### Wires at chosen ports, followed through buffers

Scale: 4 px per µm.
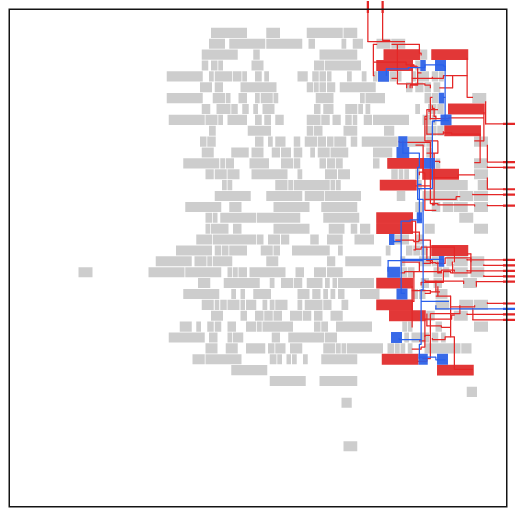
### Routed clock nets over the placement

Scale: 4 px per µm.
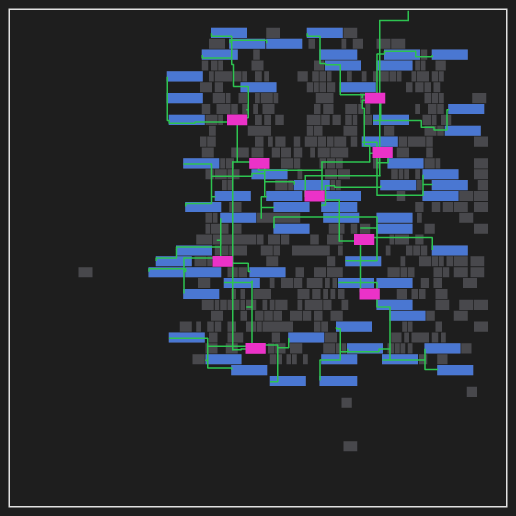
### Congestion heat map

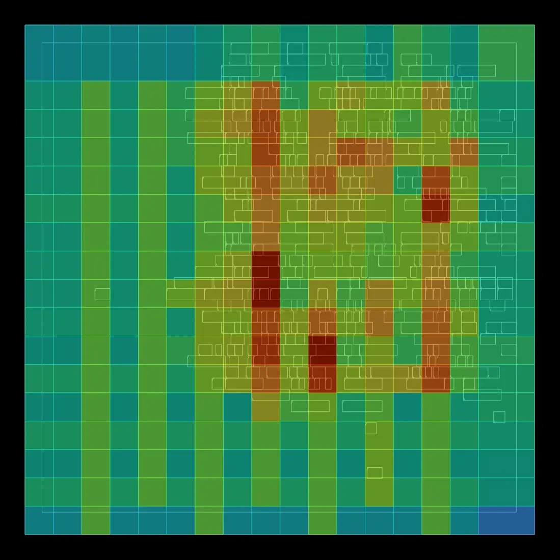
**src/rtl/tx_pll_lock_pkg.sv**
```systemverilog
// Shared types and helpers for the TX PLL lock manager.
package tx_pll_lock_pkg;

    typedef enum logic [1:0] {
        ST_UNLOCKED,
        ST_SETTLE,
        ST_READY,
        ST_RSTREQ
    } lock_state_e;

    // Width of the per-channel cycle counter: enough for the largest terminal count.
    function automatic int unsigned cnt_width(input int unsigned a,
                                              input int unsigned b,
                                              input int unsigned c);
        int unsigned m;
        m = a;
        if (b > m) m = b;
        if (c > m) m = c;
        return (m > 1) ? $clog2(m) : 1;
    endfunction

    // Increment that sticks at max instead of wrapping.
    function automatic logic [63:0] sat_inc(input logic [63:0] v,
                                            input logic [63:0] max);
        return (v >= max) ? max : v + 64'd1;
    endfunction

endpackage

```
**src/rtl/tx_pll_lock_chan.sv**
```systemverilog
// One PLL channel: lock synchroniser, lock/settle/timeout FSM and loss counter.
module tx_pll_lock_chan
    import tx_pll_lock_pkg::*;
#(
    parameter int unsigned SYNC_STAGES    = 2,
    parameter int unsigned SETTLE_CYCLES  = 1024,
    parameter int unsigned TIMEOUT_CYCLES = 65536,
    parameter int unsigned RST_CYCLES     = 16,
    parameter int unsigned CNT_W          = 8
) (
    input  logic             clk,
    input  logic             arst_n,
    input  logic             lock,
    input  logic             clr_cnt,
    output logic             ready,
    output logic             loss_pulse,
    output logic [CNT_W-1:0] loss_cnt,
    output logic             pll_rst_n
);

    localparam int unsigned TW = cnt_width(SETTLE_CYCLES, TIMEOUT_CYCLES, RST_CYCLES);
    localparam logic [TW-1:0] SETTLE_LAST  = TW'(SETTLE_CYCLES - 1);
    localparam logic [TW-1:0] TIMEOUT_LAST = TW'(TIMEOUT_CYCLES - 1);
    localparam logic [TW-1:0] RST_LAST     = TW'(RST_CYCLES - 1);
    localparam logic [63:0]   CNT_MAX      = (64'd1 << CNT_W) - 64'd1;

    logic [SYNC_STAGES-1:0] sync_q;
    logic                   lock_s;
    lock_state_e            state_q, state_d;
    logic [TW-1:0]          cnt_q, cnt_d;
    logic                   ready_q;
    logic                   loss_q;
    logic                   rst_n_q;
    logic [CNT_W-1:0]       loss_cnt_q;
    logic                   loss_evt;

    assign lock_s = sync_q[SYNC_STAGES-1];

    // Multi-flop synchroniser for the asynchronous lock flag.
    always_ff @(posedge clk or negedge arst_n) begin
        if (!arst_n) sync_q <= '0;
        else         sync_q <= {sync_q[SYNC_STAGES-2:0], lock};
    end

    // State and shared cycle counter registers.
    always_ff @(posedge clk or negedge arst_n) begin
        if (!arst_n) begin
            state_q <= ST_UNLOCKED;
            cnt_q   <= '0;
        end else begin
            state_q <= state_d;
            cnt_q   <= cnt_d;
        end
    end

    // Next-state and cycle counter logic.
    always_comb begin
        state_d = state_q;
        cnt_d   = cnt_q;
        unique case (state_q)
            ST_UNLOCKED: begin
                if (lock_s) begin
                    state_d = ST_SETTLE;
                    cnt_d   = '0;
                end else if (cnt_q == TIMEOUT_LAST) begin
                    state_d = ST_RSTREQ;
                    cnt_d   = '0;
                end else begin
                    cnt_d = cnt_q + TW'(1);
                end
            end
            ST_SETTLE: begin
                if (!lock_s) begin
                    state_d = ST_UNLOCKED;
                    cnt_d   = '0;
                end else if (cnt_q == SETTLE_LAST) begin
                    state_d = ST_READY;
                end else begin
                    cnt_d = cnt_q + TW'(1);
                end
            end
            ST_READY: begin
                if (!lock_s) begin
                    state_d = ST_UNLOCKED;
                    cnt_d   = '0;
                end
            end
            ST_RSTREQ: begin
                if (cnt_q == RST_LAST) begin
                    state_d = ST_UNLOCKED;
                    cnt_d   = '0;
                end else begin
                    cnt_d = cnt_q + TW'(1);
                end
            end
            default: begin
                state_d = ST_UNLOCKED;
                cnt_d   = '0;
            end
        endcase
    end

    // READY can only exit to UNLOCKED, so "UNLOCKED now, was READY last cycle"
    // marks exactly one cycle per lock loss.
    assign loss_evt = (state_q == ST_UNLOCKED) && ready_q;

    // Output flops load from the state register, one cycle behind the FSM.
    always_ff @(posedge clk or negedge arst_n) begin
        if (!arst_n) begin
            ready_q    <= 1'b0;
            loss_q     <= 1'b0;
            rst_n_q    <= 1'b1;
            loss_cnt_q <= '0;
        end else begin
            ready_q <= (state_q == ST_READY);
            rst_n_q <= (state_q != ST_RSTREQ);
            loss_q  <= loss_evt;
            if (clr_cnt)
                loss_cnt_q <= loss_evt ? CNT_W'(1) : '0;
            else if (loss_evt)
                loss_cnt_q <= CNT_W'(sat_inc(64'(loss_cnt_q), CNT_MAX));
        end
    end

    assign ready      = ready_q;
    assign loss_pulse = loss_q;
    assign loss_cnt   = loss_cnt_q;
    assign pll_rst_n  = rst_n_q;

endmodule

```
**src/rtl/tx_pll_lock_mgr.sv**
```systemverilog
// Lock manager for a bank of TX PLLs: per-channel lock tracking plus ALL_READY.
module tx_pll_lock_mgr
    import tx_pll_lock_pkg::*;
#(
    parameter int unsigned N_PLL          = 2,
    parameter int unsigned SYNC_STAGES    = 2,
    parameter int unsigned SETTLE_CYCLES  = 1024,
    parameter int unsigned TIMEOUT_CYCLES = 65536,
    parameter int unsigned RST_CYCLES     = 16,
    parameter int unsigned CNT_W          = 8
) (
    input  logic                   CLK,
    input  logic                   ARST_N,
    input  logic [N_PLL-1:0]       LOCK,
    input  logic                   CLR_CNT,
    output logic [N_PLL-1:0]       READY,
    output logic                   ALL_READY,
    output logic [N_PLL-1:0]       LOSS_PULSE,
    output logic [N_PLL*CNT_W-1:0] LOSS_CNT,
    output logic [N_PLL-1:0]       PLL_RST_N
);

    logic all_ready_q;

    for (genvar g = 0; g < N_PLL; g++) begin : gen_chan
        tx_pll_lock_chan #(
            .SYNC_STAGES    (SYNC_STAGES),
            .SETTLE_CYCLES  (SETTLE_CYCLES),
            .TIMEOUT_CYCLES (TIMEOUT_CYCLES),
            .RST_CYCLES     (RST_CYCLES),
            .CNT_W          (CNT_W)
        ) u_chan (
            .clk        (CLK),
            .arst_n     (ARST_N),
            .lock       (LOCK[g]),
            .clr_cnt    (CLR_CNT),
            .ready      (READY[g]),
            .loss_pulse (LOSS_PULSE[g]),
            .loss_cnt   (LOSS_CNT[g*CNT_W +: CNT_W]),
            .pll_rst_n  (PLL_RST_N[g])
        );
    end

    // Registered AND of all per-channel ready flags.
    always_ff @(posedge CLK or negedge ARST_N) begin
        if (!ARST_N) all_ready_q <= 1'b0;
        else         all_ready_q <= &READY;
    end

    assign ALL_READY = all_ready_q;

endmodule
```
**config.mk**
```make
export PLATFORM = sky130hd
export DESIGN_NAME = tx_pll_lock_mgr
export DESIGN_NICKNAME = d
export VERILOG_FILES = /design/src/rtl/tx_pll_lock_pkg.sv /design/src/rtl/tx_pll_lock_chan.sv /design/src/rtl/tx_pll_lock_mgr.sv
export SDC_FILE = /design/constraint.sdc
export NUM_CORES = 1
export LEC_CHECK = 0
export CORE_MARGIN = 4
export CORE_UTILIZATION = 25
export CTS_BUF_LIST = sky130_fd_sc_hd__clkbuf_8
export CTS_CLUSTER_SIZE = 30
export DETAILED_ROUTE_END_ITERATION = 6
export GPL_TIMING_DRIVEN = 0
export SYNTH_ARGS = -nofsm -noshare
export SYNTH_HDL_FRONTEND = slang
export SYNTH_SLANG_ARGS = --single-unit
export TNS_END_PERCENT = 20
```
**constraint.sdc**
```tcl
create_clock -name CLK -period 3.9 [get_ports CLK]
set_input_delay 0.78 -clock CLK [delete_from_list [all_inputs] [get_ports CLK]]
set_output_delay 0.78 -clock CLK [all_outputs]
set_load 0.03 [all_outputs]
```
==> metrics.cfg <==
[yosys]
async_flop_share=1.000
ff_type=dfrtp_1
synth_flops=63
common_cells=dfrtp_1, nor2_1, nand3_1, o21ai_0, nand2_1
topCellsByArea=dfrtp_1, nor2_1, nand3_1, o21ai_0, a22o_1
synth_cell_type_count=59
syn-num-nets=355
enable_flop_cells=0
top_area_cell=dfrtp_1
ys_area_um2=3366
postSynthSeqShare=0.4691
mappedNetlistArea_um2=3366
ys.warnings.count=0
top_cell_area_share=0.4535
avgSynthCellArea_um2=9.728
yosys_cells=346
synth_cells=346
synth_dominant_cell_count=dfrtp_1

[critical_path]
critPathMaxFanout=9
cp_slowest_cell=a211oi_1
r2r-start=gen_chan[1].u_chan.cnt_q[0]
endpoint_kind=flip-flop
worstSetupPathType=flip-flop to flip-flop
required_ns=4.08
cpPeakStageDelay_ns=0.88
crit_path_start_kind=flip-flop
r2r_cells=6
reg2reg_to=gen_chan[1].u_chan.cnt_q[3]
cp.arrival_ns=2.73
critPathLaunch=gen_chan[1].u_chan.cnt_q[0]
cp_num_cells=6
cp_cell_sequence=ha_1 -> nand3_1 -> nor3_4 -> a31oi_1 -> a211oi_1 -> nor2_1
crit_buf_inv=0
crit_family=AND-OR/OR-AND gates
crit_end=gen_chan[1].u_chan.cnt_q[3]
rrSetupSlack_ns=1.35

[sta]
hold_ws_ns=0.3494
tightestPinTransition_ns=1.045
rsz0062_at_grt=no
tns_ns=0
fmax_ghz=0.3918
drv_slew=0
finalClockPeriodUsage=0.6544
hold_viol=0
fin_crit_ns=2.552
slew_headroom=0.2993
setup_viol=0

[global_route]
grt_overflow=0
grt-busiest-layer=met2
antenna_found_initial=0
grt_first_pass_wirelength_um=12110
grt_pass1_vias=2561
grt_use_met3=0.01771
grt_util_all_layers=0.09695
grt_max_degree=64

[routing]
drc_errors=0
wl_met2_um=3338
routed_wl_um=7024
antenna_left=0
routed.top_layer=met4
num_vias=2695
met1Wirelength_um=3302
drt_iter0_drc=196
dr.pass1.iters=4
via_per_inst=4.770
wl_met3_um=287

[status]
status=finished, final reports clean

[layout]
layout.cells.most_common=dfrtp_1
area_delta_synth_final_pct=20.82
nNetsFinal=393
fillers=1351
lay_top_cells=dfrtp_1, nor2_1, nand3_1, o21ai_0, clkdlybuf4s50_1
n_antenna_cell=0
seqCellArea_um2=1579
final-comb-area_um2=1673
design_area_um2=4066
postLayoutCoreUtil=0.3083
drive_above_1_share=0.1260

[floorplanning]
chipArea_um2=15380
dieHeight_um=124.0
core_region_area_um2=13190
fp_util=0.2552
row_count=42
fp.dieW_um=124.0

[power_and_ir_drop]
power_uw=1806
p_leak_uw=0.001720
power_density_nw_per_um2=444.1
ir_drop_mv=0.1512

[job]
maxCapViolCount=0
warnings=26

[hold_path]
min_to=gen_chan[0].u_chan.sync_q[1]
hold_depth=0
hp-class=flip-flop to flip-flop
hold_path.startpoint=gen_chan[0].u_chan.sync_q[0]

[clock_network]
cts_tree=built
htree_levels=3
clk_pin_slew_ns=0.07
clock-sinks=63
cts_resized=0
cts_max_path_buffers=2
hold_buffers=0
cts_buffers=9
cts_root_buf=clkbuf_8
post_cts_buffers=0

[placed_design]
gp_congestion=0.8149
dp_hpwl_um=4997
postPlaceCellArea_um2=3854

Back to the opening pictures, 'Wires at chosen ports, followed through buffers':
`LOSS_CNT`: shown in red, direction output, end cells 16, buffers 16, wire 663 µm. `CLR_CNT`: shown in blue, direction input, end cells 16, buffers 2, wire 215 µm.
count of port buffers added during placement: 27
top-level I/O count: 28

Back to the opening pictures, 'Routed clock nets over the placement':
clock-net drivers: shown in magenta, count 9. clock wires: shown in green, length 847 µm. flip-flops: shown in blue, count 63.
There are 10 routed clock nets.
clock share of power: 0.338
final setup skew: 0.007300 ns
clk latency late pin: 0.34 ns
clock-net power: 611 µW

Back to the opening pictures, 'Congestion heat map':
met2 usage: 0.1575
DR WL/cell: 12.43 µm
met1 GRT Util: 0.1246

## area by class of cell
type	count	area share
Multi-Input combinational cell	261	0.4114
Sequential cell	63	0.3883
Timing Repair Buffer	27	0.06585
Tap cell	176	0.05415
Clock buffer	9	0.03046
Clock inverter	7	0.02185
Buffer	14	0.02062
Inverter	8	0.007385
## kinds of logic (layout without fill, tap and decap cells)
kind of cell / after synthesis / after routing / share of synthesized area
XOR/XNOR: 15 / 15 / 0.03903
AND-OR/OR-AND: 71 / 71 / 0.1502
multiplexers: 6 / 6 / 0.01933
buffers and inverters: 22 / 65 / 0.03383
flip-flops: 63 / 63 / 0.4691
AND/OR/NAND/NOR: 165 / 165 / 0.2736
adder cells (fa/ha/maj): 4 / 4 / 0.01487
## sequential cells by signal, indices dropped and copies added (netlist names)
| signal | cells |
|---|---|
| gen_chan.u_chan.sync_q | 4 |
| gen_chan.u_chan.pll_rst_n | 2 |
| ALL_READY | 1 |
| gen_chan.u_chan.loss_pulse | 2 |
| gen_chan.u_chan.state_q | 4 |
| gen_chan.u_chan.cnt_q | 32 |
| gen_chan.u_chan.ready | 2 |
| gen_chan.u_chan.loss_cnt | 16 |
## per-stage QoR
step | std cells | setup WS, ns
5_1_grt | 565 | 1.062
2_1_floorplan | 346 | 1.767
3_5_place_dp | 549 | 1.367
6_report | 565 | 1.348
4_1_cts | 565 | 1.347
3_3_place_gp | 549 | -0.06350
## worst reg2reg max path: stages (launching register included)
cell      delay, ns
dfrtp_1        0.38
ha_1           0.23
nand3_1        0.21
nor3_4         0.38
a31oi_1        0.18
a211oi_1       0.88
nor2_1         0.13
## power breakdown
part	leakage, µW	switching (µW)	internal, µW
Sequential	0.000852	34.1	701
Combinational	0.000762	268	192
Clock	0.000106	256	355
Power is estimated from default activity; no workload was simulated.
